Fig. 1: run 1, power grid
Scale bar: 20 µm. Pins as bars on the die edge. Tap cells in gray.
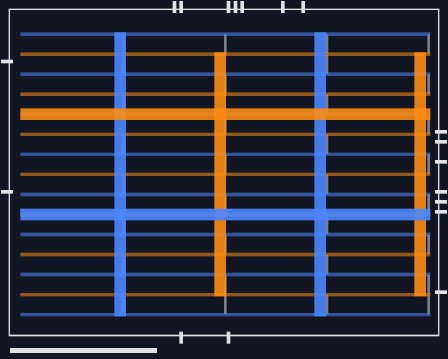
Fig. 2: run 1, cells colored by class
Scale bar: 20 µm.
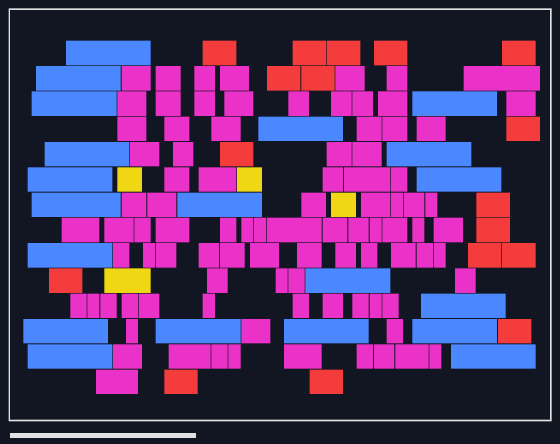
Fig. 3: run 1, clock network drawn from the DEF
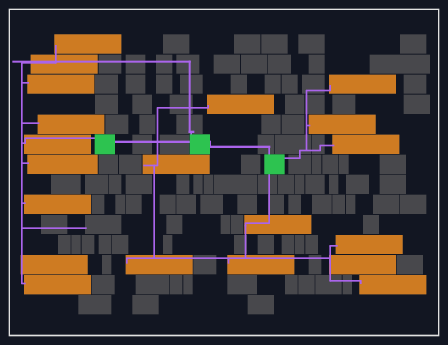
### config.mk
export PLATFORM = sky130hd
export DESIGN_NAME = uart_tx_serializer
export DESIGN_NICKNAME = d
export VERILOG_FILES = /design/src/rtl/uart_pkg.sv /design/src/rtl/uart_tick_detect.sv /design/src/rtl/uart_tx_serializer.sv
export SDC_FILE = /design/constraint.sdc
export NUM_CORES = 1
export LEC_CHECK = 0
export CAP_MARGIN = 20
export CORE_ASPECT_RATIO = 0.75
export CORE_UTILIZATION = 50
export DETAILED_ROUTE_END_ITERATION = 10
export PLACE_DENSITY = 0.71
export SLEW_MARGIN = 20
export SYNTH_ARGS = -nofsm -noshare
export SYNTH_HDL_FRONTEND = slang
export SYNTH_SLANG_ARGS = --single-unit
### constraint.sdc
create_clock -name clock -period 5 [get_ports clock]
set_input_delay 1.5 -clock clock [delete_from_list [all_inputs] [get_ports clock]]
set_output_delay 1.5 -clock clock [all_outputs]
set_load 0.02 [all_outputs]
### src/rtl/uart_pkg.sv
// Shared UART definitions: frame FSM state encoding, parity selectors, line idle level.
// Parity helper takes the data zero-extended to 8 bits; extra zeros do not change the XOR.
package uart_pkg;

    typedef enum logic [2:0] {
        IDLE   = 3'd0,
        SYNC   = 3'd1,
        START  = 3'd2,
        DATA   = 3'd3,
        PARITY = 3'd4,
        STOP   = 3'd5
    } uart_state_t;

    localparam logic PAR_EVEN  = 1'b0;
    localparam logic PAR_ODD   = 1'b1;
    localparam logic LINE_IDLE = 1'b1;

    function automatic logic parity_bit(input logic [7:0] data, input logic odd);
        return (^data) ^ (odd == PAR_ODD);
    endfunction

endpackage

### src/rtl/uart_tick_detect.sv
// Rising-edge detector on the baud_gen square wave: one-cycle tick per baud_in rising edge.
// Combinational tick from the registered previous level; baud_in held high yields a single tick.
module uart_tick_detect (
    input  logic clock,
    input  logic rst,
    input  logic baud_in,
    output logic tick
);

    logic baud_prev;

    always_ff @(posedge clock or negedge rst) begin
        if (!rst) begin
            baud_prev <= 1'b0;
        end else begin
            baud_prev <= baud_in;
        end
    end

    assign tick = baud_in & ~baud_prev;

endmodule

### src/rtl/uart_tx_serializer.sv
// UART frame serializer: start, DATA_WIDTH bits LSB-first, optional parity, STOP_BITS stop bits.
// Accept is a valid/ready handshake in IDLE; line bits advance one per baud tick, tx_out registered.
module uart_tx_serializer
    import uart_pkg::*;
#(
    parameter int DATA_WIDTH = 8,
    parameter int STOP_BITS  = 1
) (
    input  logic                  clock,
    input  logic                  rst,
    input  logic                  baud_in,
    input  logic [DATA_WIDTH-1:0] tx_data,
    input  logic                  tx_valid,
    output logic                  tx_ready,
    input  logic                  parity_en,
    input  logic                  parity_odd,
    output logic                  tx_out,
    output logic                  busy,
    output logic                  tx_done
);

    localparam int              CW        = (DATA_WIDTH > 1) ? $clog2(DATA_WIDTH) : 1;
    localparam logic [CW-1:0]   BIT_LAST  = CW'(DATA_WIDTH - 1);
    localparam logic            STOP_LAST = 1'(STOP_BITS - 1);

    uart_state_t           state;
    logic [DATA_WIDTH-1:0] shift;
    logic [CW-1:0]         bit_cnt;
    logic                  stop_cnt;
    logic                  par_en_q;
    logic                  par_bit_q;
    logic                  tick;
    logic                  accept;

    uart_tick_detect u_tick (
        .clock   (clock),
        .rst     (rst),
        .baud_in (baud_in),
        .tick    (tick)
    );

    // Masking with tx_done keeps ready low in the done cycle so it reasserts one cycle later.
    assign tx_ready = (state == IDLE) && !tx_done;
    assign accept   = tx_valid & tx_ready;

    always_ff @(posedge clock or negedge rst) begin
        if (!rst) begin
            state     <= IDLE;
            shift     <= '0;
            bit_cnt   <= '0;
            stop_cnt  <= 1'b0;
            par_en_q  <= 1'b0;
            par_bit_q <= 1'b0;
            tx_out    <= LINE_IDLE;
            busy      <= 1'b0;
            tx_done   <= 1'b0;
        end else begin
            tx_done <= 1'b0;
            case (state)
                IDLE: begin
                    tx_out <= LINE_IDLE;
                    if (accept) begin
                        shift     <= tx_data;
                        par_en_q  <= parity_en;
                        par_bit_q <= parity_bit(8'(tx_data), parity_odd);
                        busy      <= 1'b1;
                        state     <= SYNC;
                    end
                end
                SYNC: begin
                    tx_out <= LINE_IDLE;
                    if (tick) begin
                        state  <= START;
                        tx_out <= 1'b0;
                    end
                end
                START: begin
                    if (tick) begin
                        state   <= DATA;
                        tx_out  <= shift[0];
                        bit_cnt <= '0;
                    end
                end
                DATA: begin
                    if (tick) begin
                        if (bit_cnt == BIT_LAST) begin
                            if (par_en_q) begin
                                state  <= PARITY;
                                tx_out <= par_bit_q;
                            end else begin
                                state    <= STOP;
                                tx_out   <= LINE_IDLE;
                                stop_cnt <= 1'b0;
                            end
                        end else begin
                            shift   <= shift >> 1;
                            bit_cnt <= bit_cnt + CW'(1);
                            tx_out  <= shift[1];
                        end
                    end
                end
                PARITY: begin
                    if (tick) begin
                        state    <= STOP;
                        tx_out   <= LINE_IDLE;
                        stop_cnt <= 1'b0;
                    end
                end
                STOP: begin
                    tx_out <= LINE_IDLE;
                    if (tick) begin
                        if (stop_cnt == STOP_LAST) begin
                            state   <= IDLE;
                            busy    <= 1'b0;
                            tx_done <= 1'b1;
                        end else begin
                            stop_cnt <= 1'b1;
                        end
                    end
                end
                default: begin
                    state  <= IDLE;
                    tx_out <= LINE_IDLE;
                    busy   <= 1'b0;
                end
            endcase
        end
    end

endmodule
==> impl_metrics.py, run 1 <==
# Auto-generated metrics
metrics = {
    "clock_network": {
        "clockRootBuffer": "clkbuf_4",
    },
    "critical_path": {
        "criticalPathCategory": "reg -> out",
        "critical_path.endpoint": "tx_ready",
        "cpPeakStageDelay_ns": 0.65,
    },
    "yosys": {
        "edf_count": 0,
    },
    "drt": {
        "wirelength_um": 2350,
        "top_layer_used": "met4",
        "drt-initial-drc-count": 30,
    },
    "power_and_ir_drop": {
        "p_comb_uw": 254,
        "dominant_power_group": "registers",
        "total_power_uw": 629,
        "power-per-cell-area_nw_per_um2": 449,
    },
    "min_path": {
        "hp-class": "reg -> reg",
    },
    "floorplan": {
        "floorplan.io_pins": 18,
    },
    "flow_run": {
        "log.warning_count": 26,
    },
    "final_timing": {
        "timing.max_slew.rel_slack_pct": 40.8,
    },
    "finish": {
        "layout-drive-gt1-share_pct": 7.52,
        "n_all_inverters": 3,
    },
    "outcome": {
        "status": "completed",
    },
    "grt": {
        "grt_usage_pct": 21.1,
    },
    "placed_design": {
        "global_placement_routability_congestion": 0.789,
    },
}
About Fig. 1:
[VSS] blue
[VDD] orange
met4 straps: 4
met5 straps: 2
worst IR drop on VDD: 0.270 mV
die width: 58.1 µm

About Fig. 2:
[clock drivers and dummy loads] yellow | cells: 4 | share of their area: 2.7%
[other buffers and delay cells] red | cells: 17 | share of their area: 13%
[all other logic] magenta | cells: 92 | share of their area: 48%
[flip-flops] blue | cells: 20 | share of their area: 37%

About Fig. 3:
[flip-flops] orange | count: 20
[clock wires] purple | length: 232 µm
[cells driving clock nets] green | count: 3
routed clock nets: 4

run 1: Yosys cell counts, drive strengths merged (2+ instances only):
| cell | n |
|---|---|
| a22o | 2 |
| o21ai | 6 |
| o31ai | 8 |
| xnor2 | 5 |
| a21oi | 5 |
| mux2 | 2 |
| a2bb2oi | 8 |
| nor2b | 3 |
| ha | 2 |
| inv | 3 |
| nand3 | 2 |
| clkbuf | 3 |
| nand2 | 6 |
| dfrtp | 19 |
| nor2 | 7 |
| nand3b | 2 |
| buf | 3 |
| nand2b | 12 |
| nor3 | 3 |
| nor3b | 2 |
run 1: layout by cell type, fill, tap and decap left out:
| master | n |
|---|---|
| clkbuf_8 | 1 |
| o221ai_1 | 1 |
| nand3b_1 | 2 |
| mux2_2 | 2 |
| dfrtp_1 | 19 |
| o22ai_1 | 1 |
| a31oi_1 | 1 |
| dfstp_2 | 1 |
| nor4b_1 | 1 |
| nand4bb_1 | 1 |
| nor3_1 | 3 |
| nor2_2 | 1 |
| xnor2_1 | 5 |
| nor3b_1 | 2 |
| nand2_1 | 6 |
| clkdlybuf4s50_1 | 17 |
| nand2b_1 | 12 |
| inv_1 | 3 |
| ha_1 | 2 |
| nand3_1 | 2 |
| or3b_1 | 1 |
| nor2_1 | 6 |
| nor2b_1 | 2 |
| o311ai_2 | 1 |
| nor4_1 | 1 |
| a22oi_1 | 1 |
| a22o_1 | 2 |
| o21a_1 | 1 |
| xnor3_1 | 1 |
| xor2_1 | 1 |
| o21ai_0 | 6 |
| o32a_1 | 1 |
| mux2i_1 | 1 |
| nor2b_4 | 1 |
| a21oi_1 | 5 |
| o31ai_1 | 8 |
| a2bb2oi_1 | 8 |
| clkbuf_4 | 3 |
Fig. 4: run 1, placed standard cells
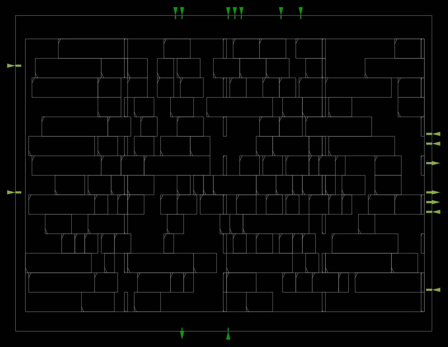

==> run 2: changes to the inputs <==
CORE_UTILIZATION = 47   (was 50)
PLACE_DENSITY = 0.7   (was 0.71)
clock period = 3.1 ns   (was 5 ns; I/O delays follow)
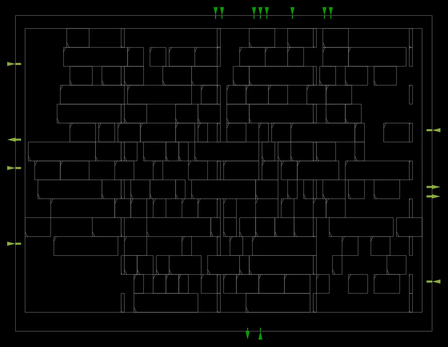
Fig. 5. Placed standard cells (run 2).
final instance count without filler cells: 172
utilization after layout: 61.9%
standard cell core area: 2330 µm²
Seq cells: 20
flip-flop and latch share of the layout cell area: 34.8%

==> impl_metrics.py, run 2 <==
# Auto-generated metrics
metrics = {
    "outcome": {
        "status": "completed",
    },
    "final_timing": {
        "timing.max_slew.rel_slack_pct": 63.3,
    },
    "yosys": {
        "common_cells": "dfrtp_1, nand2b_1, a2bb2oi_1, o31ai_1",
        "most_used_standard_cell_by_instance_count_after_synthesis": "dfrtp_1",
        "edf_count": 0,
    },
    "drt": {
        "route.detailed.drc": 0,
        "wl_met2_um": 1050,
        "routed_wire_length_per_instance_um": 14.8,
        "drt-initial-drc-count": 45,
        "top_layer_used": "met4",
        "wirelength_um": 2540,
        "wl_met3_um": 196,
    },
    "finish": {
        "layout-drive-gt1-share_pct": 10.9,
        "largest-register": "shift",
        "final_common_cell": "dfrtp_1",
        "reg_top3": "shift x8, bit_cnt x3, state x3",
        "layout_top_cells": "dfrtp_1, clkdlybuf4s50_1, nand2b_1",
    },
    "placed_design": {
        "global_placement_routability_congestion": 0.852,
        "dpl.hpwl_um": 1850,
    },
    "min_path": {
        "hp-class": "reg -> reg",
    },
    "grt": {
        "top_usage_layer": "met1",
    },
    "flow_run": {
        "reported_max_cap_violation_count": 0,
        "log.warning_count": 26,
    },
    "floorplan": {
        "die_width_um": 59.9,
        "floorplan.io_pins": 18,
    },
    "power_and_ir_drop": {
        "worst_ir_drop_vdd_mv": 0.415,
        "power-per-cell-area_nw_per_um2": 719,
        "total_power_uw": 1040,
    },
    "critical_path": {
        "criticalPathCategory": "reg -> out",
        "critPathArrivalTime_ns": 1.67,
        "cpPeakStageDelay_ns": 0.65,
    },
    "clock_network": {
        "clockRootBuffer": "clkbuf_4",
    },
}
-- run 2: cell count changes in the layout (fill, tap and decap cells not counted), sizes merged --
cell / delta
buf: +5
-- run 2: cell families (layout without fill, tap and decap cells) --
kind of cell	count (synthesis)	after routing	synth area share, %
AND-OR/OR-AND	36	36	22.5
XOR/XNOR	7	7	6.36
adder cells (fa/ha/maj)	2	2	2.12
buffers and inverters	9	29	3.18
flip-flops	20	20	42.5
multiplexers	3	3	2.76
AND/OR/NAND/NOR	41	41	20.6
-- run 2: metrics by stage --
stage	instances	worst slack, ns	hold WS [ns]	area (µm²)	util, %
5_1_grt	172	0.343	0.578	1440	61.9
3_3_place_gp	168	0.533	0.495	1400	60.3
6_report	172	0.495	0.536	1440	61.9
3_5_place_dp	168	0.532	0.513	1400	60.3
4_1_cts	172	0.490	0.539	1440	61.9
2_1_floorplan	118	0.816	0.477	1180	-
-- run 2: cell type report --
class,instances,area (µm²)
multi-input combinational,89,641
fill,213,887
sequential,20,502
inverter,3,11.3
timing repair buffer,22,208
tap,34,42.5
clock buffer,4,36.3
-- run 2: power by group through the flow --
stage	combinational, µW	clock, µW	sequential (µW)
after floorplan	327	0	430
after global placement	435	0	427
after detailed placement	447	0	431
after CTS	451	157	428
after global routing	503	171	442
final	452	153	430
-- run 2: path summary, 6_finish.rpt --
check / startpoint / slack, ns / endpoint / cells past startpoint
max in group asynchronous: rst / 1.87 / tx_out / 2
max: state[1] / 0.50 / tx_ready / 2
min in group asynchronous: rst / 0.95 / busy / 2
min reg2reg: shift[7] / 0.54 / shift[7] / 2
min: shift[7] / 0.54 / shift[7] / 2
max reg2reg: bit_cnt[0] / 1.12 / state[0] / 6
Fig. 6: run 2, power grid
Scale bar: 20 µm. Pins as bars on the die edge. Tap cells in gray.
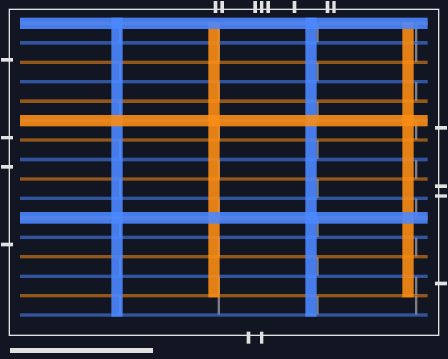

==> run 3: changes to the inputs <==
CORE_UTILIZATION = 50   (was 47)
PLACE_DENSITY = 0.71   (was 0.7)
clock period = 2.5 ns   (was 3.1 ns; I/O delays follow)
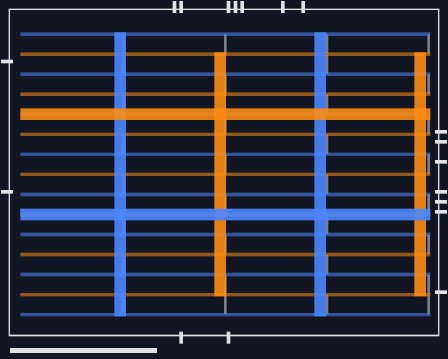
Fig. 7. Power grid (run 3).
Scale bar: 20 µm. Pins as bars on the die edge. Tap cells in gray.
[VSS] blue
[VDD] orange
rows: 14
signal pins: 18
met4 straps: 4

==> impl_metrics.py, run 3 <==
# Auto-generated metrics
metrics = {
    "outcome": {
        "status": "completed",
    },
    "yosys": {
        "simple_gate_share_pct": 20.6,
        "synth.logic.top_family": "AND-OR/OR-AND gates",
        "synthAdderAreaFrac_pct": 2.12,
        "most_used_standard_cell_by_instance_count_after_synthesis": "dfrtp_1",
        "multiplexer_area_fraction_after_synthesis_pct": 2.76,
        "synthXorXnorAreaFrac_pct": 6.36,
    },
    "clock_network": {
        "clockRootBuffer": "clkbuf_4",
    },
    "power_and_ir_drop": {
        "worst_ir_drop_vdd_mv": 0.515,
        "power-per-cell-area_nw_per_um2": 865,
    },
    "final_timing": {
        "fin_worst_hold_slack_ns": 0.531,
    },
    "floorplan": {
        "core_region_area_um2": 2120,
        "floorplan.io_pins": 18,
    },
    "drt": {
        "drt-initial-drc-count": 41,
        "route.detailed.drc": 0,
    },
    "grt": {
        "grt_usage_pct": 22.0,
    },
    "placed_design": {
        "dpl_worst_slack_ns": 0.122,
        "global_placement_routability_congestion": 0.880,
        "dpl.hpwl_um": 1830,
    },
    "critical_path": {
        "critPathArrivalTime_ns": 1.41,
        "criticalPathCategory": "reg -> out",
    },
    "flow_run": {
        "reported_max_cap_violation_count": 0,
        "log.warning_count": 26,
    },
    "finish": {
        "layout-drive-gt1-share_pct": 11.4,
        "largest-register": "shift",
    },
}
[run 3: cell count changes in the layout (fill, tap and decap cells not counted)]
cell,change
dlymetal6s2s_1,+1
clkbuf_8,-1
clkbuf_1,+1
buf_4,+2
clkdlybuf4s50_1,-1
[run 3: routing by layer]
| metal | GRT usage, % | wire (µm) | vias to the layer above |
|---|---|---|---|
| met1 | 35.1 | 1330 | 450 |
| met5 | 0 | 0 | - |
| met2 | 30.6 | 1030 | 17 |
| met3 | 5.26 | 85 | 2 |
| li1 | - | - | 482 |
| met4 | 4.29 | 13 | 0 |
[run 3: stage by stage]
step | instance area (µm²) | util [%] | cells | power [µW]
after floorplan | 1180 | - | 118 | 939
after global placement | 1420 | 66.8 | 168 | 1090
after detailed placement | 1420 | 66.8 | 168 | 1100
after CTS | 1440 | 68.1 | 172 | 1260
after global routing | 1450 | 68.2 | 172 | 1350
final | 1450 | 68.2 | 172 | 1250
[run 3: what timing repair did]
action | CTS | global route
setup buffers | 0 | 0
resized | 0 | 1
endpoints found under the setup margin | 0 | 1
[run 3: final cells by class]
type | instances | share of cell area [%]
well taps | 32 | 2.77
flip-flops and latches | 20 | 34.7
inverters | 3 | 0.779
multi-input cells | 89 | 44.3
clock buffers | 4 | 1.82
repair buffers | 24 | 15.6
[run 3: final timing paths]
check	from	to	slack [ns]	cells after the start
min reg2reg	shift[7]	shift[7]	0.53	2
max in group asynchronous	rst	tx_out	1.43	2
min in group asynchronous	rst	state[2]	0.79	2
max reg2reg	state[1]	shift[4]	0.76	5
max	tx_out	tx_out	0.34	1
min	shift[7]	shift[7]	0.53	2
[run 3: power breakdown]
part / leakage (µW) / switching [µW] / internal [µW]
Combinational: 0.000358 / 283 / 286
Clock: 0.0000150 / 90.6 / 62.0
Sequential: 0.000239 / 76.3 / 451
Power figures rest on the tool's default switching activity, not on a simulated workload.
